==> config.mk <==
export PLATFORM = sky130hd
export DESIGN_NAME = uart_rx_32
export DESIGN_NICKNAME = d
export VERILOG_FILES = /design/src/rtl/uart_pkg.sv /design/src/rtl/uart_rx_sync.sv /design/src/rtl/uart_rx_32.sv
export SDC_FILE = /design/constraint.sdc
export NUM_CORES = 1
export LEC_CHECK = 0
export CAP_MARGIN = 40
export CORE_UTILIZATION = 60
export CTS_CLUSTER_DIAMETER = 200
export DETAILED_ROUTE_END_ITERATION = 8
export MAX_ROUTING_LAYER = met4
export PLACE_DENSITY_LB_ADDON = 0.15
export SKIP_LAST_GASP = 1
export SYNTH_ARGS = -nofsm -noshare
export SYNTH_HDL_FRONTEND = slang
export SYNTH_HIERARCHICAL = 1
export SYNTH_SLANG_ARGS = --single-unit
==> constraint.sdc <==
create_clock -name CLK_Baudin -period 3 [get_ports CLK_Baudin]
set_clock_uncertainty 0.15 [all_clocks]
set_input_delay 0.45 -clock CLK_Baudin [delete_from_list [all_inputs] [get_ports CLK_Baudin]]
set_output_delay 0.45 -clock CLK_Baudin [all_outputs]
set_load 0.02 [all_outputs]
==> src/rtl/uart_pkg.sv <==
// Shared UART definitions: FSM states, frame width, parity select and parity helper.
// Used by both the 32-bit transmitter and receiver.
package uart_pkg;

    localparam int unsigned DATA_W = 32;

    localparam logic PAR_EVEN = 1'b0;
    localparam logic PAR_ODD  = 1'b1;

    typedef enum logic [2:0] {
        IDLE,
        START,
        DATA,
        PARITY,
        STOP,
        DONE
    } uart_state_e;

    // Parity bit the transmitter appends: even -> XOR of data, odd -> inverted.
    function automatic logic calc_parity(input logic [DATA_W-1:0] data, input logic odd);
        return (^data) ^ odd;
    endfunction

endpackage

==> src/rtl/uart_rx_sync.sv <==
// Two-flop synchroniser (resets to line-idle 1) with a registered falling-edge pulse.
module uart_rx_sync (
    input  logic clk_i,
    input  logic rst_ni,
    input  logic rx_i,
    output logic rx_o,
    output logic fall_o
);

    logic sync1_q;
    logic sync2_q;
    logic prev_q;
    logic fall_q;

    always_ff @(posedge clk_i) begin
        if (!rst_ni) begin
            sync1_q <= 1'b1;
            sync2_q <= 1'b1;
            prev_q  <= 1'b1;
            fall_q  <= 1'b0;
        end else begin
            sync1_q <= rx_i;
            sync2_q <= sync1_q;
            prev_q  <= sync2_q;
            fall_q  <= prev_q & ~sync2_q;
        end
    end

    assign rx_o   = sync2_q;
    assign fall_o = fall_q;

endmodule

==> src/rtl/uart_rx_32.sv <==
// 32-bit UART receiver: start, 32 data bits LSB first, parity, stop; oversampled by OVS.
// Optional macro UART_RX_MAJORITY_EN: 2-of-3 majority vote around each mid-bit point.
module uart_rx_32
    import uart_pkg::*;
#(
    parameter int unsigned OVS = 16
) (
    input  logic              CLK_Baudin,
    input  logic              RstRx,
    input  logic              RxSerialData,
    input  logic              Flag_in,
    output logic [DATA_W-1:0] DataOut,
    output logic              DoneRx,
    output logic              ParityErr,
    output logic              FrameErr,
    output logic              BusyRx
);

    localparam int unsigned CNT_W = $clog2(OVS);
    localparam int unsigned IDX_W = $clog2(DATA_W);
`ifdef UART_RX_MAJORITY_EN
    localparam int unsigned FIRST_SMP = OVS / 2;
`else
    localparam int unsigned FIRST_SMP = OVS / 2 - 1;
`endif

    uart_state_e       state_q, state_d;
    logic [CNT_W-1:0]  cnt_q, cnt_d;
    logic [IDX_W-1:0]  idx_q, idx_d;
    logic [DATA_W-1:0] shift_q, shift_d;
    logic              odd_q, odd_d;
    logic              perr_q, perr_d;
    logic [DATA_W-1:0] data_q, data_d;
    logic              done_q, done_d;
    logic              par_err_q, par_err_d;
    logic              frm_err_q, frm_err_d;
    logic              busy_q;

    logic rx_sync;
    logic rx_fall;
    logic tick;
    logic bit_val;

    uart_rx_sync u_sync (
        .clk_i  (CLK_Baudin),
        .rst_ni (RstRx),
        .rx_i   (RxSerialData),
        .rx_o   (rx_sync),
        .fall_o (rx_fall)
    );

`ifdef UART_RX_MAJORITY_EN
    // Two previous samples; the vote completes one cycle after mid-bit.
    logic [1:0] hist_q;

    always_ff @(posedge CLK_Baudin) begin
        if (!RstRx) hist_q <= 2'b11;
        else        hist_q <= {hist_q[0], rx_sync};
    end

    assign bit_val = (hist_q[1] & hist_q[0]) | (hist_q[1] & rx_sync) | (hist_q[0] & rx_sync);
`else
    assign bit_val = rx_sync;
`endif

    // First decision point is half a bit in; every later one is a full bit apart.
    assign tick = (state_q == START) ? (cnt_q == CNT_W'(FIRST_SMP))
                                     : (cnt_q == CNT_W'(OVS - 1));

    always_ff @(posedge CLK_Baudin) begin
        if (!RstRx) state_q <= IDLE;
        else        state_q <= state_d;
    end

    always_comb begin
        state_d = state_q;
        case (state_q)
            IDLE:    if (rx_fall) state_d = START;
            START:   if (tick) state_d = bit_val ? IDLE : DATA;
            DATA:    if (tick && idx_q == IDX_W'(DATA_W - 1)) state_d = PARITY;
            PARITY:  if (tick) state_d = STOP;
            STOP:    if (tick) state_d = DONE;
            DONE:    state_d = rx_fall ? START : IDLE;
            default: state_d = IDLE;
        endcase
    end

    always_comb begin
        cnt_d     = tick ? '0 : cnt_q + CNT_W'(1);
        idx_d     = idx_q;
        shift_d   = shift_q;
        odd_d     = odd_q;
        perr_d    = perr_q;
        data_d    = data_q;
        done_d    = 1'b0;
        par_err_d = par_err_q;
        frm_err_d = frm_err_q;
        case (state_q)
            IDLE, DONE: begin
                cnt_d = '0;
                if (rx_fall) odd_d = Flag_in;
            end
            START: if (tick) idx_d = '0;
            DATA: if (tick) begin
                shift_d = {bit_val, shift_q[DATA_W-1:1]};
                idx_d   = idx_q + IDX_W'(1);
            end
            PARITY: if (tick) perr_d = bit_val ^ calc_parity(shift_q, odd_q);
            // Results become visible in the DONE cycle together with the strobe.
            STOP: if (tick) begin
                data_d    = shift_q;
                par_err_d = perr_q;
                frm_err_d = ~bit_val;
                done_d    = 1'b1;
            end
            default: cnt_d = '0;
        endcase
    end

    always_ff @(posedge CLK_Baudin) begin
        if (!RstRx) begin
            cnt_q     <= '0;
            idx_q     <= '0;
            shift_q   <= '0;
            odd_q     <= 1'b0;
            perr_q    <= 1'b0;
            data_q    <= '0;
            done_q    <= 1'b0;
            par_err_q <= 1'b0;
            frm_err_q <= 1'b0;
            busy_q    <= 1'b0;
        end else begin
            cnt_q     <= cnt_d;
            idx_q     <= idx_d;
            shift_q   <= shift_d;
            odd_q     <= odd_d;
            perr_q    <= perr_d;
            data_q    <= data_d;
            done_q    <= done_d;
            par_err_q <= par_err_d;
            frm_err_q <= frm_err_d;
            busy_q    <= (state_d != IDLE);
        end
    end

    assign DataOut   = data_q;
    assign DoneRx    = done_q;
    assign ParityErr = par_err_q;
    assign FrameErr  = frm_err_q;
    assign BusyRx    = busy_q;

endmodule

Fig. 1: run 1, signal wires on met2
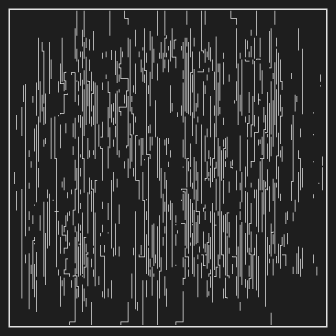
longest straight run: 38.1 um
main direction: vertical
wire length on this layer: 3,390 um
nets with wire on the layer: 359

Fig. 2: run 1, wire density map
The bar under the picture is 20 um long. 16 x 16 tiles, from black (low) to pale yellow (high), scaled to the fullest tile. Values are wire area over tile area, all layers added.
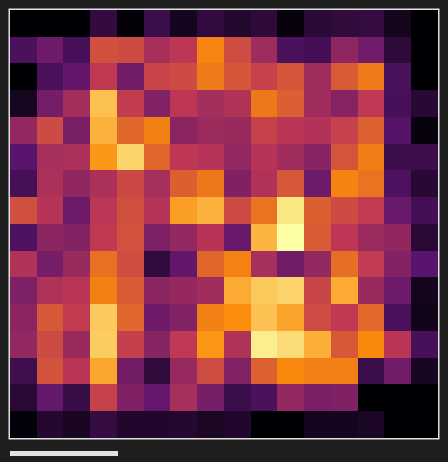
tiles over half the peak: 37%
fullest tile: 0.42
emptiest ninth of the die: north-east
nearly empty tiles: 6.6%
mean over tiles: 0.17

==> results_slide.txt, run 1 <==
Synthesis and Place & Route Summary

Run status
  – Status: finished, final reports clean

Power and ir drop
  – P_int: between 1.5 and 2 mW
  – Net Sw Power: 0.4289 mW
  – Clock group total power: 0.946 mW
  – Lkg Pwr: 1.456 nW
  – Sequential Power Share: 0.537
  – Logic pwr share: 0.020
  – Sw Share: 0.2008
  – Clk pwr share: 0.443

Clock tree
  – Post-CTS setup buffer count: 0
  – Clock tree buffer depth: 2
  – Hold_buf cts: 0

Final timing
  – RSZ-0062 raised after global routing: no
  – Final Max Slew Viols: 0
  – Hold Slack: 0.2990 ns
  – Period minus WS final: 2.224 ns
  – Final setup TNS: 0 ns
  – Period utilisation layout: 0.7414

Die
  – I/O pins: around 40
  – Die height: 79.31 um
  – Die width: approximately 80 um
  – Fp util: 0.6356

Layout
  – Comb area share: 0.4109
  – Layout net count: between 400 and 500
  – Clock buffers: 12
  – Ant diodes: 0
  – Share of layout cells above drive strength 1: 0.05752
  – MI comb area: 1749 um2
  – Signal buf overhead: 0.1046

Yosys
  – Avg Inst Size Synth: 8.620 um2
  – Top cells by area: dfxtp_1, nand2_1, a21boi_0
  – XOR Share, Synth: 0.09665
  – Cell type with the largest total area: dfxtp_1
  – Synth warn: 6
  – Synth top area share: 0.4801
  – Yosys adder share: 0.01047
  – Synth mux share: 0.002791
  – Yosys chip area: 3586 um2
  – Top post-synthesis cells by count: nand2_1, dfxtp_1, a21boi_0
  – Ys async rst share: 0
  – Mapped Area: 3586 um2
  – Yosys cell count: 416

Worst setup path
  – R2r endpoint: shift_q[23]
  – Internal reg-to-reg setup slack: 0.78 ns
  – CP Buf/Inv Count: 1
  – Critical path launch point: cnt_q[0]
  – Critical Setup Path Class: reg2reg
  – Maximum fanout along the worst path: 24

Route
  – Via density: 5.298
  – 1st-pass router iterations: 4
  – DRC: 0

Global route
  – Largest net degree at the start of global routing: 48
  – Initial antenna violation count: 0
  – Grt total ovfl: 0

Hold path
  – Worst min-delay path startpoint: u_sync/sync1_q
Fig. 3: run 1, routing congestion map
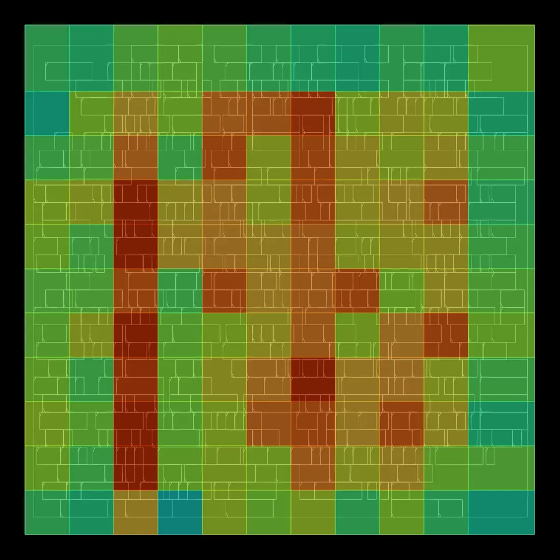
GRT Util Overall: 0.2524
M3 GR Usage: 0.05977
final core occ: 0.7545
WL per Instance: 13.36 um

run 1: worst register-to-register path, cell delays in order (launching register included):
cell and delay, ns:
dfxtp_1 0.36, ha_1 0.22, nand2_1 0.23, nor3_4 0.54, buf_4 0.37, nand2_1 0.10
a21boi_0 0.17
run 1: registers in the layout (all words and copies together), names as in the netlist, 3 cells and up:
signal / count
DataOut: 32
cnt_q: 4
idx_q: 5
shift_q: 32
state_q: 3
run 1: routing by layer:
layer / GRT usage / part of all wire / wire length, um / vias up
met4: 0.08000 / 0.011 / 78 / 0
met3: 0.05977 / 0.035 / 244 / 8
li1: - / - / - / 1404
met1: 0.3017 / 0.47 / 3284 / 1316
met5: - / 0 / 0 / -
met2: 0.4198 / 0.48 / 3393 / 48
Fig. 4: run 1, cell density map
The bar under the picture is 20 um long. 8 x 8 tiles, from black (low) to pale yellow (high), 0 to 100% covered.
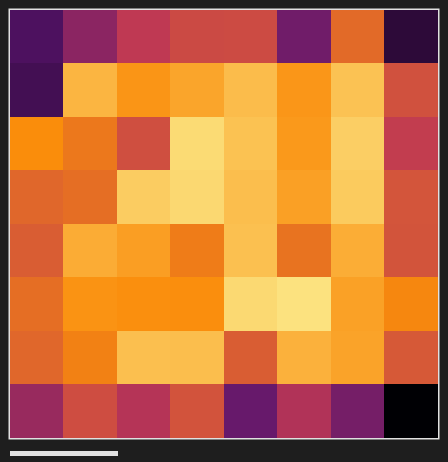

## Run 2: what changed since run 1
- CORE_UTILIZATION: 60 -> 50
- clock period: 3 -> 1.8 ns (I/O delays scaled with it)
Fig. 5: run 2, cell density map
The bar under the picture is 20 um long. 9 x 9 tiles, from black (low) to pale yellow (high), 0 to 100% covered.
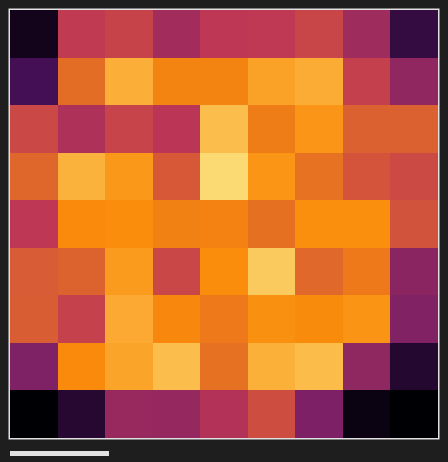
tiles over 75% full: 27%
emptiest ninth of the die: south-east
fullest tile: 92%
mean over tiles: 58%

==> run 2 against run 1 <==
  * Clock power up about 20%
  * Cell count up 9.5%
  * Cell area up 5.8%
  * Power up 47%
  * Flip-flop count unchanged
  * Die size up 19%
  * Via count up 1.1%
  * Fmax up 26%
  * Area after synthesis unchanged
  * Critical path depth up 2
  * Critical path type unchanged
  * Highest routed layer unchanged
==> results_slide.txt, run 2 <==
Synthesis and Place & Route Summary

Run status
  – Status: finished, final reports clean

Power and ir drop
  – Sw Share: 0.2213
  – Total power: ~3.1 mW
  – P_int: around 2.4 mW
  – Clk pwr share: 0.363
  – Lkg Pwr: 1.581 nW
  – Net Sw Power: 0.6936 mW
  – P_seq: approximately 1.9 mW
  – Clock group total power: 1.14 mW
  – Sequential Power Share: 0.609
  – Logic pwr share: 0.028

Hold path
  – Cells on Worst Hold Path: 2
  – Worst min-delay path startpoint: RstRx

Global route
  – First-pass GRT wire length: 11,970 um
  – GRT Util Overall: 0.2133
  – Initial antenna violation count: 0
  – Grt total ovfl: 0
  – Largest net degree at the start of global routing: 33

Yosys
  – XOR Share, Synth: 0.09665
  – Ys async rst share: 0
  – Yosys cell count: 416
  – Synth top area share: 0.4801
  – Cell type with the largest total area: dfxtp_1
  – Avg Inst Size Synth: approximately 8.6 um2
  – Yosys chip area: 3586 um2
  – Post-synth net total: 423
  – Synth warn: 6
  – Mapped Area: 3586 um2
  – Top post-synthesis cells by count: nand2_1, dfxtp_1, a21boi_0
  – Synth mux share: 0.002791
  – Yosys adder share: 0.01047
  – Top cells by area: dfxtp_1, nand2_1, a21boi_0
  – Cell count after synthesis: 416

Final timing
  – Final setup TNS: 0 ns
  – Period minus WS final: approximately 1.8 ns
  – Slew Limit Headroom: 0.6869
  – Hold Slack: 0.1876 ns
  – Final Max Slew Viols: 0
  – Period utilisation layout: 0.9814
  – RSZ-0062 raised after global routing: yes

Route
  – 1st-pass router iterations: 4
  – DRC: 0
  – WL per Instance: 12.35 um
  – Via count: 2,806
  – Via density: 4.889

Clock tree
  – Worst-path clk slew: 0.08 ns
  – Clock tree buffer depth: 2
  – Hold_buf cts: 0

Worst setup path
  – Critical path launch point: cnt_q[0]
  – Critical Setup Path Class: reg2reg
  – CP Buf/Inv Count: 2

Layout
  – Clock buffers: 10
  – Share of layout cells above drive strength 1: 0.1318
  – Signal buf overhead: 0.1575
  – Layout net count: 481
  – Flop share of the area: 0.3843
  – MI comb area: 1782 um2
  – Ant diodes: 0
  – Comb area share: 0.3954

Die
  – Die width: between 80 and 90 um
  – Fp util: 0.5220
  – Die height: just under 90 um
  – I/O pins: 40

Run
  – OpenROAD warning count: 27

Placement
  – Routability cong.: 0.8155
Fig. 6: run 2, the metal 1 layer
The bar under the picture is 20 um long.
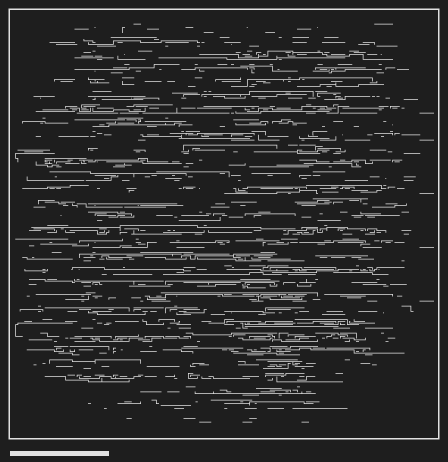
share of all routed wire: 49%
wire length on this layer: 3,480 um
nets with wire on the layer: 442
longest straight run: 31.7 um

==> run 2: cell counts after synthesis <==
Identical to the previous run, type by type.
==> run 2: worst paths after layout <==
path | end | slack (ns)
max | BusyRx | 0.03
min | u_sync/prev_q | 0.19
max reg2reg | BusyRx | 0.03
min reg2reg | u_sync/rx_o | 0.29
==> run 2: routing by layer <==
layer | part of all wire | GRT usage | vias up
met5 | 0 | - | -
met4 | 0.018 | 0.09697 | 0
met3 | 0.028 | 0.03714 | 12
met2 | 0.46 | 0.3427 | 43
met1 | 0.49 | 0.2626 | 1289
li1 | - | - | 1462
==> run 2: timing repair <==
action                                  CTS  global route
gates cloned                              1             0
endpoints found under the hold margin     0             0
endpoints found under the setup margin   63            69
gates resized                             6            22
setup buffers                             2             1
pin swaps                                 1             2
No activity file was given, so power comes from the tool's default toggle rates.
